[src/rtl/rv32_memory_pkg.sv]
// Shared types for the core's memory read path: data width, arbiter FSM states
// and requester identifiers.
package rv32_memory_pkg;

  localparam int unsigned XLEN = 32;

  typedef enum logic [1:0] {
    IDLE,
    ISSUE,
    WAIT,
    RESPOND
  } memory_arbiter_state_t;

  typedef enum logic {
    FETCH = 1'b0,
    LOAD  = 1'b1
  } requester_id_t;

endpackage

[src/rtl/memory_arbiter_select.sv]
// Combinational winner selection between fetch and load.
// MEMORY_READ_ARBITER_ROUND_ROBIN_EN: alternate on ties; otherwise load always wins.
module memory_arbiter_select
  import rv32_memory_pkg::*;
(
  input  logic          fetch_request,
  input  logic          load_request,
`ifdef MEMORY_READ_ARBITER_ROUND_ROBIN_EN
  input  requester_id_t last_grant,
`endif
  output logic          grant_valid,
  output requester_id_t winner
);

  assign grant_valid = fetch_request | load_request;

  // NOTE: winner is assigned on every path, so this block cannot infer a latch.
  always_comb begin
    winner = FETCH;
`ifdef MEMORY_READ_ARBITER_ROUND_ROBIN_EN
    if (fetch_request && load_request) begin
      winner = (last_grant == FETCH) ? LOAD : FETCH;
    end else if (load_request) begin
      winner = LOAD;
    end
`else
    if (load_request) begin
      winner = LOAD;
    end
`endif
  end

endmodule

[src/rtl/memory_read_arbiter.sv]
// Shares one memory read port between fetch and load with a fixed-latency FSM.
// MEMORY_READ_ARBITER_ROUND_ROBIN_EN selects round-robin tie breaking.
module memory_read_arbiter
  import rv32_memory_pkg::*;
#(
  parameter int unsigned MEMORY_LATENCY = 1
) (
  input  logic            clock,
  input  logic            reset,
  input  logic            fetch_request,
  input  logic [XLEN-1:0] fetch_address,
  output logic            fetch_ready,
  output logic [XLEN-1:0] fetch_data,
  input  logic            load_request,
  input  logic [XLEN-1:0] load_address,
  output logic            load_ready,
  output logic [XLEN-1:0] load_data,
  output logic            read_enable,
  output logic [XLEN-1:0] memory_read_address,
  input  logic [XLEN-1:0] memory_read_value
);

  localparam logic [3:0] LATENCY_INIT = 4'(MEMORY_LATENCY);

  memory_arbiter_state_t state, next_state;
  requester_id_t         winner, winner_q;
  logic                  grant_valid;
  logic [XLEN-1:0]       address_q;
  logic [XLEN-1:0]       fetch_data_q;
  logic [XLEN-1:0]       load_data_q;
  logic [3:0]            count_q;

`ifdef MEMORY_READ_ARBITER_ROUND_ROBIN_EN
  requester_id_t last_grant;

  // Reset to LOAD so that fetch wins the first tie after reset.
  always_ff @(posedge clock) begin
    if (reset) begin
      last_grant <= LOAD;
    end else if (state == IDLE && grant_valid) begin
      last_grant <= winner;
    end
  end
`endif

  memory_arbiter_select u_select (
    .fetch_request (fetch_request),
    .load_request  (load_request),
`ifdef MEMORY_READ_ARBITER_ROUND_ROBIN_EN
    .last_grant    (last_grant),
`endif
    .grant_valid   (grant_valid),
    .winner        (winner)
  );

  always_comb begin
    next_state = state;
    unique case (state)
      IDLE:    if (grant_valid) next_state = ISSUE;
      ISSUE:   next_state = WAIT;
      WAIT:    if (count_q == 4'd1) next_state = RESPOND;
      RESPOND: next_state = IDLE;
      default: next_state = IDLE;
    endcase
  end

  // NOTE: sequential state uses non-blocking assignments so every register
  // samples pre-edge values regardless of statement order.
  always_ff @(posedge clock) begin
    if (reset) begin
      state        <= IDLE;
      winner_q     <= FETCH;
      address_q    <= '0;
      count_q      <= '0;
      fetch_data_q <= '0;
      load_data_q  <= '0;
    end else begin
      state <= next_state;
      unique case (state)
        IDLE: begin
          if (grant_valid) begin
            winner_q  <= winner;
            address_q <= (winner == LOAD) ? load_address : fetch_address;
          end
        end
        ISSUE: count_q <= LATENCY_INIT;
        WAIT: begin
          count_q <= count_q - 4'd1;
          // The memory word is valid only in the cycle the count reaches 1.
          if (count_q == 4'd1) begin
            if (winner_q == LOAD) load_data_q  <= memory_read_value;
            else                  fetch_data_q <= memory_read_value;
          end
        end
        default: ;
      endcase
    end
  end

  assign read_enable         = (state == ISSUE);
  assign memory_read_address = address_q;
  assign fetch_ready         = (state == RESPOND) && (winner_q == FETCH);
  assign load_ready          = (state == RESPOND) && (winner_q == LOAD);
  assign fetch_data          = fetch_data_q;
  assign load_data           = load_data_q;

endmodule

[config.mk]
export PLATFORM = sky130hd
export DESIGN_NAME = memory_read_arbiter
export DESIGN_NICKNAME = d
export VERILOG_FILES = /design/src/rtl/rv32_memory_pkg.sv /design/src/rtl/memory_arbiter_select.sv /design/src/rtl/memory_read_arbiter.sv
export SDC_FILE = /design/constraint.sdc
export NUM_CORES = 1
export LEC_CHECK = 0
export CORE_UTILIZATION = 38
export DETAILED_ROUTE_END_ITERATION = 8
export HOLD_SLACK_MARGIN = 0.15
export PLACE_DENSITY = 0.76
export SLEW_MARGIN = 5
export SYNTH_ARGS = -nofsm -noshare
export SYNTH_HDL_FRONTEND = slang
export SYNTH_SLANG_ARGS = --single-unit
[constraint.sdc]
create_clock -name clock -period 4.6 [get_ports clock]
set_input_delay 0.46 -clock clock [delete_from_list [all_inputs] [get_ports clock]]
set_output_delay 0.46 -clock clock [all_outputs]
set_load 0.005 [all_outputs]
Fig. 1: run 1, routing congestion map
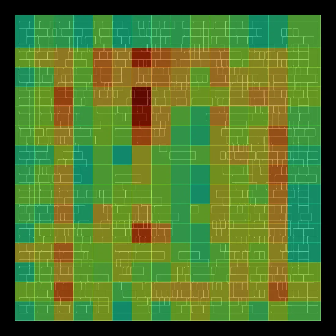
GRT Max-Usage Layer: met2
total global-route track usage: 19.0%
met2 Use GR: 33.1%
met3 usage: 4.52%

Fig. 2: run 1, logic cells by family
The bar under the picture is 20 µm long.
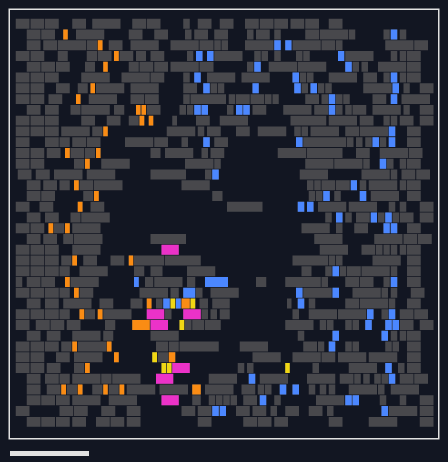
yellow -> inv cells  # cells 7
orange -> nor cells  # cells 38, where a column on the left
blue -> nand cells  # cells 69
magenta -> fa/ha/maj cells  # cells 7
logic share of the area: 30.1%
Finished Layout Cells: 792
Top cell excl fill/tap: clkdlybuf4s50_1

Fig. 3: run 1, metal 3
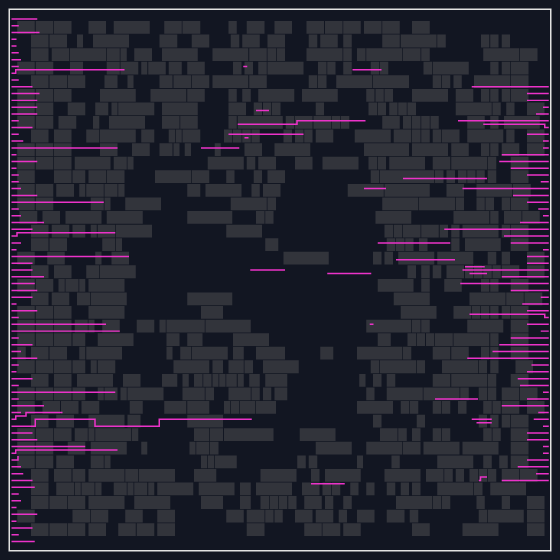
wire length on this layer = 969 µm
nets with wire on the layer = 148
longest straight run = 23.2 µm
share of all routed wire = 8.4%
main direction = horizontal
DR vias: 4113
WL final: 11500 µm

-- run 1: worst reg2reg max path: stages (launching register included) --
cell and delay (ns):
dfxtp_1 0.33, inv_1 0.12, ha_1 0.42, and4bb_2 0.63
buf_4 0.48, nand3_1 0.15, a21oi_1 0.18
-- run 1: metrics by stage --
step | total power [W] | std cells | hold WS [ns] | worst slack (ns)
floorplan | 0.00166 | 485 | 0.470 | 3.10
global placement | 0.00204 | 776 | 0.460 | 2.09
detailed placement | 0.00207 | 776 | 0.467 | 1.94
CTS | 0.00281 | 792 | 0.476 | 2.14
global route | 0.00296 | 792 | 0.500 | 1.97
finish | 0.00279 | 792 | 0.473 | 2.15
-- run 1: area by class of cell --
type,count,share of cell area [%]
clock buffers,11,3.57
repair buffers,201,30.7
well taps,140,2.69
flip-flops and latches,103,31.7
clock inverters,5,0.903
multi-input cells,325,30.1
inverters,7,0.403
-- run 1: Yosys cell counts --
master,count,area share [%]
dfxtp_1,103,48
nor3b_2,1,0.29
nand4bb_1,1,0.26
a31o_1,1,0.20
buf_4,11,1.9
a21o_1,1,0.18
o22ai_1,1,0.15
o21ai_0,59,6.9
inv_2,1,0.087
inv_1,6,0.53
ha_1,7,2.0
nor2_1,34,3.0
o31a_1,1,0.20
nor3_1,1,0.12
nand2_1,2,0.18
and2_1,2,0.29
clkbuf_2,2,0.23
nand4b_1,1,0.20
a22oi_1,1,0.18
o21ai_1,8,0.93
or3b_4,1,0.26
buf_2,10,1.2
and4bb_1,1,0.29
a2111oi_4,1,0.64
a211oi_1,33,5.8
o21a_1,1,0.18
nand3_1,65,7.6
a21oi_1,66,7.7
mux2i_1,32,7.5
nor2b_1,2,0.29
or3_1,2,0.29
clkbuf_1,27,2.4
-- run 1: sequential cells by signal, indices dropped and copies added (netlist names) --
| name | cells |
|---|---|
| fetch_data | 32 |
| load_data | 32 |
| memory_read_address | 32 |
| count_q | 4 |
| state | 2 |
| winner_q | 1 |
-- run 1: cell families (layout without fill, tap and decap cells) --
kind of cell,count (synthesis),after routing
flops,103,103
mux,32,32
buf+inv,57,224
simple gates,113,113
fa+ha+maj,7,7
compound gates,173,173
-- run 1: worst min-delay path by stage --
stage / end / slack [ns] / start / cells after the start
floorplan: fetch_data[27]$_SDFFE_PP0P_ / 0.47 / fetch_data[27]$_SDFFE_PP0P_ / 2
global placement: load_data[12]$_SDFFE_PP0P_ / 0.46 / load_data[12]$_SDFFE_PP0P_ / 2
detailed placement: fetch_data[11]$_SDFFE_PP0P_ / 0.47 / fetch_data[11]$_SDFFE_PP0P_ / 2
CTS: fetch_data[11]$_SDFFE_PP0P_ / 0.48 / fetch_data[11]$_SDFFE_PP0P_ / 2
global route: fetch_data[8]$_SDFFE_PP0P_ / 0.50 / fetch_data[8]$_SDFFE_PP0P_ / 2
finish: fetch_data[11]$_SDFFE_PP0P_ / 0.47 / fetch_data[11]$_SDFFE_PP0P_ / 2
-- run 1: metal layers --
layer / vias to the layer above / track usage, %
met5: - / 0
met3: 7 / 4.52
li1: 2060 / -
met2: 176 / 33.1
met1: 1870 / 23.2
met4: 0 / 5.28
==> flow_summary.json, run 1 <==
{
  "outcome": "finished clean",
  "startpoint": "winner_q$_SDFFE_PP0P_",
  "ys_chip_area_um2": 4290,
  "nets": 754,
  "p_sw_share_pct": 31.4,
  "crit_end": "load_ready",
  "synth.logic.top_family": "AND-OR/OR-AND gates",
  "drt-vias-per-instance": 5.19,
  "layout_top_cells": "clkdlybuf4s50_1 (196), dfxtp_1 (102), a21oi_1 (66)",
  "synth_seq_share_pct": 48.1,
  "powerClk_w": 0.000742,
  "num_rows": 38,
  "worstSetupPathDepth": 3,
  "cp_cell_sequence": "buf_4 > and2_1 > clkdlybuf4s50_1",
  "setup_viol": 0,
  "wl_met1_um": 4900,
  "critPathMaxStageDelay_ns": 0.50,
  "comb_area_um2": 1960,
  "crit_family": "buffers and inverters",
  "fillers": 955,
  "top_power_group": "sequential cells",
  "ys_sh_xor_pct": 0,
  "design_area_um2": 6510,
  "utilization_pct": 59.6,
  "dr.pass1.iters": 4,
  "warning_count": 33,
  "synthesis.nets": 592,
  "r2r_start": "state[0]$_SDFFE_PP0P_",
  "powerComb_w": 0.000929,
  "fp.dieH_um": 108,
  "crit_type": "reg2out",
  "io_pins": 199,
  "clk_latency_ns": 0.34,
  "peakVddDrop_uv": 198,
  "r2r_slack_ns": 2.20,
  "coreArea_um2": 10900,
  "area_delta_synth_final_pct": 52.0,
  "syn-cell-area_um2": 4290,
  "finalSetupTns_ns": 0,
  "crit_path_top_delay_cell": "buf_4",
  "final_max_slew_viol_count": 0,
  "ant_nets": 0,
  "ff2ff_path_depth": 6,
  "p_clk_share_pct": 26.6,
  "max_freq_mhz": 409,
  "fp.dieArea_um2": 11700,
  "grt_antenna_before_repair": 0,
  "cp-end-kind": "output port",
  "critPathRequiredTime_ns": 4.14,
  "cts_root_buf": "clkbuf_16",
  "powerDensity_nw_per_um2": 428,
  "grt-ovfl-total": 0,
  "avgRoutedWirePerCell_um": 14.5,
  "muxShareOfSynthArea_pct": 7.47,
  "post_dp_cell_area_um2": 6220,
  "post-cts-setup-buffers": 0,
  "yosys.area_share.adder_pct": 2.04,
  "drt_iter0_markers": 322,
  "p_int_w": 0.00191
}
Fig. 4: run 1, clock distribution
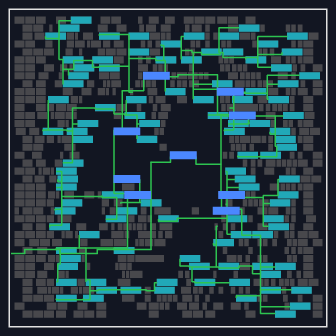

## Run 2: what changed since run 1
- clock period: 4.6 -> 2.5 ns (I/O delays scaled with it)
Fig. 5: run 2, clock distribution
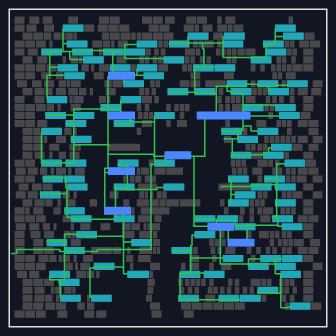
cyan -> flip-flops  # count 103
blue -> clock-net drivers  # count 9
green -> clock wires  # length 1150 µm
flops lie = widely spread
routed clock nets = 10
Late-Pin Clk Latency: 0.33 ns
Setup Skew: 0.0105 ns

Fig. 6: run 2, logic cells by family
The bar under the picture is 20 µm long.
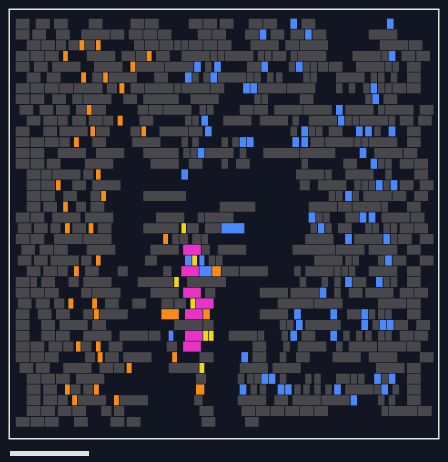
blue -> nand cells  # cells 69
yellow -> inv cells  # cells 7
magenta -> fa/ha/maj cells  # cells 7
orange -> nor cells  # cells 38, where a column on the left

==> flow_summary.json, run 2 <==
{
  "crit_arrival_ns": 2.29,
  "common_cells": "dfxtp_1 (103), a21oi_1 (66), nand3_1 (65)",
  "max_freq_mhz": 475,
  "diodes": 0,
  "synth.logic.top_family": "AND-OR/OR-AND gates",
  "crit_end": "load_data[28]$_SDFFE_PP0P_",
  "drcViolationCount": 0,
  "p_sw_share_pct": 30.8,
  "fillers": 951,
  "muxShareOfSynthArea_pct": 7.47,
  "yosys-top-cells-area": "dfxtp_1 (48%), a21oi_1 (7.7%), nand3_1 (7.6%)",
  "grt_antenna_before_repair": 0,
  "fp.dieH_um": 108,
  "syn-cell-area_um2": 4290,
  "r2r_start": "state[0]$_SDFFE_PP0P_",
  "holdCritPathClass": "in2reg",
  "outcome": "finished clean",
  "port_buffers": 198,
  "grt-ovfl-total": 0,
  "grt_usage_pct": 19.1,
  "p_int_w": 0.00365,
  "tightest_slew_ns": 0.980,
  "async_flop_share_pct": 0,
  "coreArea_um2": 10900,
  "synth-edff-count": 0,
  "p_clk_share_pct": 27.7,
  "numSynthFlops": 103,
  "peakVddDrop_uv": 401,
  "top_area_cell": "dfxtp_1",
  "whs_ns": 0.424,
  "totalPowerFinal_w": 0.00527,
  "ant_nets": 0,
  "routed_wl_um": 11300,
  "ff_type": "dfxtp_1",
  "fp.dieArea_um2": 11700,
  "drt_iter0_markers": 266,
  "r2r_slack_ns": 0.40,
  "crit_type": "reg2reg",
  "critPathRequiredTime_ns": 2.69,
  "startpoint": "state[0]$_SDFFE_PP0P_",
  "cp-end-kind": "flip-flop",
  "dr.pass1.iters": 5,
  "setup_viol": 0,
  "post_dp_cell_area_um2": 6290,
  "ys_sh_xor_pct": 0,
  "avgRoutedWirePerCell_um": 14.3,
  "nets": 758,
  "synth_cell_types": 32,
  "vias": 4151,
  "fin_crit_ns": 2.10,
  "cts_resized": 0,
  "r2r_end": "load_data[28]$_SDFFE_PP0P_",
  "most_common_cell": "dfxtp_1",
  "hold_start": "reset",
  "ys_sh_simple_pct": 13.0,
  "pwr-share-comb_pct": 33.7,
  "synth_seq_share_pct": 48.1,
  "area_delta_synth_final_pct": 54.0,
  "post-cts-setup-buffers": 0,
  "ys_chip_area_um2": 4290,
  "warning_count": 31,
  "io_pins": 199,
  "drt-vias-per-instance": 5.23,
  "yosysTopAreaCellShare_pct": 48.1,
  "layout_top_cells": "clkdlybuf4s50_1 (196), dfxtp_1 (102), a21oi_1 (66)",
  "final_max_slew_viol_count": 0,
  "yosys.area_share.adder_pct": 2.04,
  "cts_tree": "built",
  "powerDensity_nw_per_um2": 799,
  "num_rows": 38,
  "layout.cells.most_common": "clkdlybuf4s50_1",
  "synthesis.nets": 592,
  "cts_root_buf": "clkbuf_16",
  "design_area_um2": 6600,
  "dieWidth_um": 108,
  "ff2ff_path_depth": 6,
  "finalSetupTns_ns": 0,
  "yosys.area_share.aoi_pct": 23.0
}
## run 2: cell counts after synthesis
Identical to the previous run, type by type.
## run 2: kinds of logic after synthesis
logic type | Yosys count
simple gates | 113
buf+inv | 57
mux | 32
fa+ha+maj | 7
compound gates | 173
flops | 103
## run 2: power groups by stage
stage / logic, W / clock network, W / registers [W]
after global placement: 0.00174 / 0 / 0.00206
after CTS: 0.00179 / 0.00149 / 0.00204
after detailed placement: 0.00179 / 0 / 0.00207
after floorplan: 0.000982 / 0 / 0.00207
final: 0.00178 / 0.00146 / 0.00203
after global routing: 0.00200 / 0.00155 / 0.00207
## run 2: layout make-up
cell class | count | area (µm²) | share of cell area [%]
clock buffer | 9 | 225 | 3.41
clock inverter | 5 | 85.1 | 1.29
inverter | 7 | 26.3 | 0.398
multi-input combinational | 325 | 1960 | 29.7
sequential | 103 | 2060 | 31.3
tap | 140 | 175 | 2.65
timing repair buffer | 205 | 2060 | 31.3
## run 2: worst min path at each step
stage,to,slack [ns],depth (start not counted)
after global placement,load_data[8]$_SDFFE_PP0P_,0.46,2
after floorplan,fetch_data[27]$_SDFFE_PP0P_,0.40,2
after CTS,winner_q$_SDFFE_PP0P_,0.40,2
after global routing,winner_q$_SDFFE_PP0P_,0.45,2
after detailed placement,fetch_data[6]$_SDFFE_PP0P_,0.47,2
final,winner_q$_SDFFE_PP0P_,0.42,2
## run 2: worst max-delay path: stages (launching register included)
cell	delay [ns]
dfxtp_1	0.33
inv_1	0.12
ha_1	0.41
nand4bb_2	0.47
buf_12	0.35
o21ai_1	0.16
a21oi_1	0.11
## run 2: per-layer routing
metal	track usage, %	vias to the layer above	wire length (µm)
li1	-	2072	-
met1	23.7	1868	4830
met2	32.0	201	5310
met3	5.49	10	1080
met4	5.28	0	98
met5	0	-	0
## run 2: stage by stage
step / std cells / utilization, % / worst slack [ns]
6_report: 794 / 60.4 / 0.396
2_1_floorplan: 485 / - / 0.996
3_3_place_gp: 780 / 57.5 / 0.525
4_1_cts: 794 / 60.4 / 0.403
3_5_place_dp: 780 / 57.5 / 0.411
5_1_grt: 794 / 60.4 / 0.180
Power figures rest on the tool's default switching activity, not on a simulated workload.
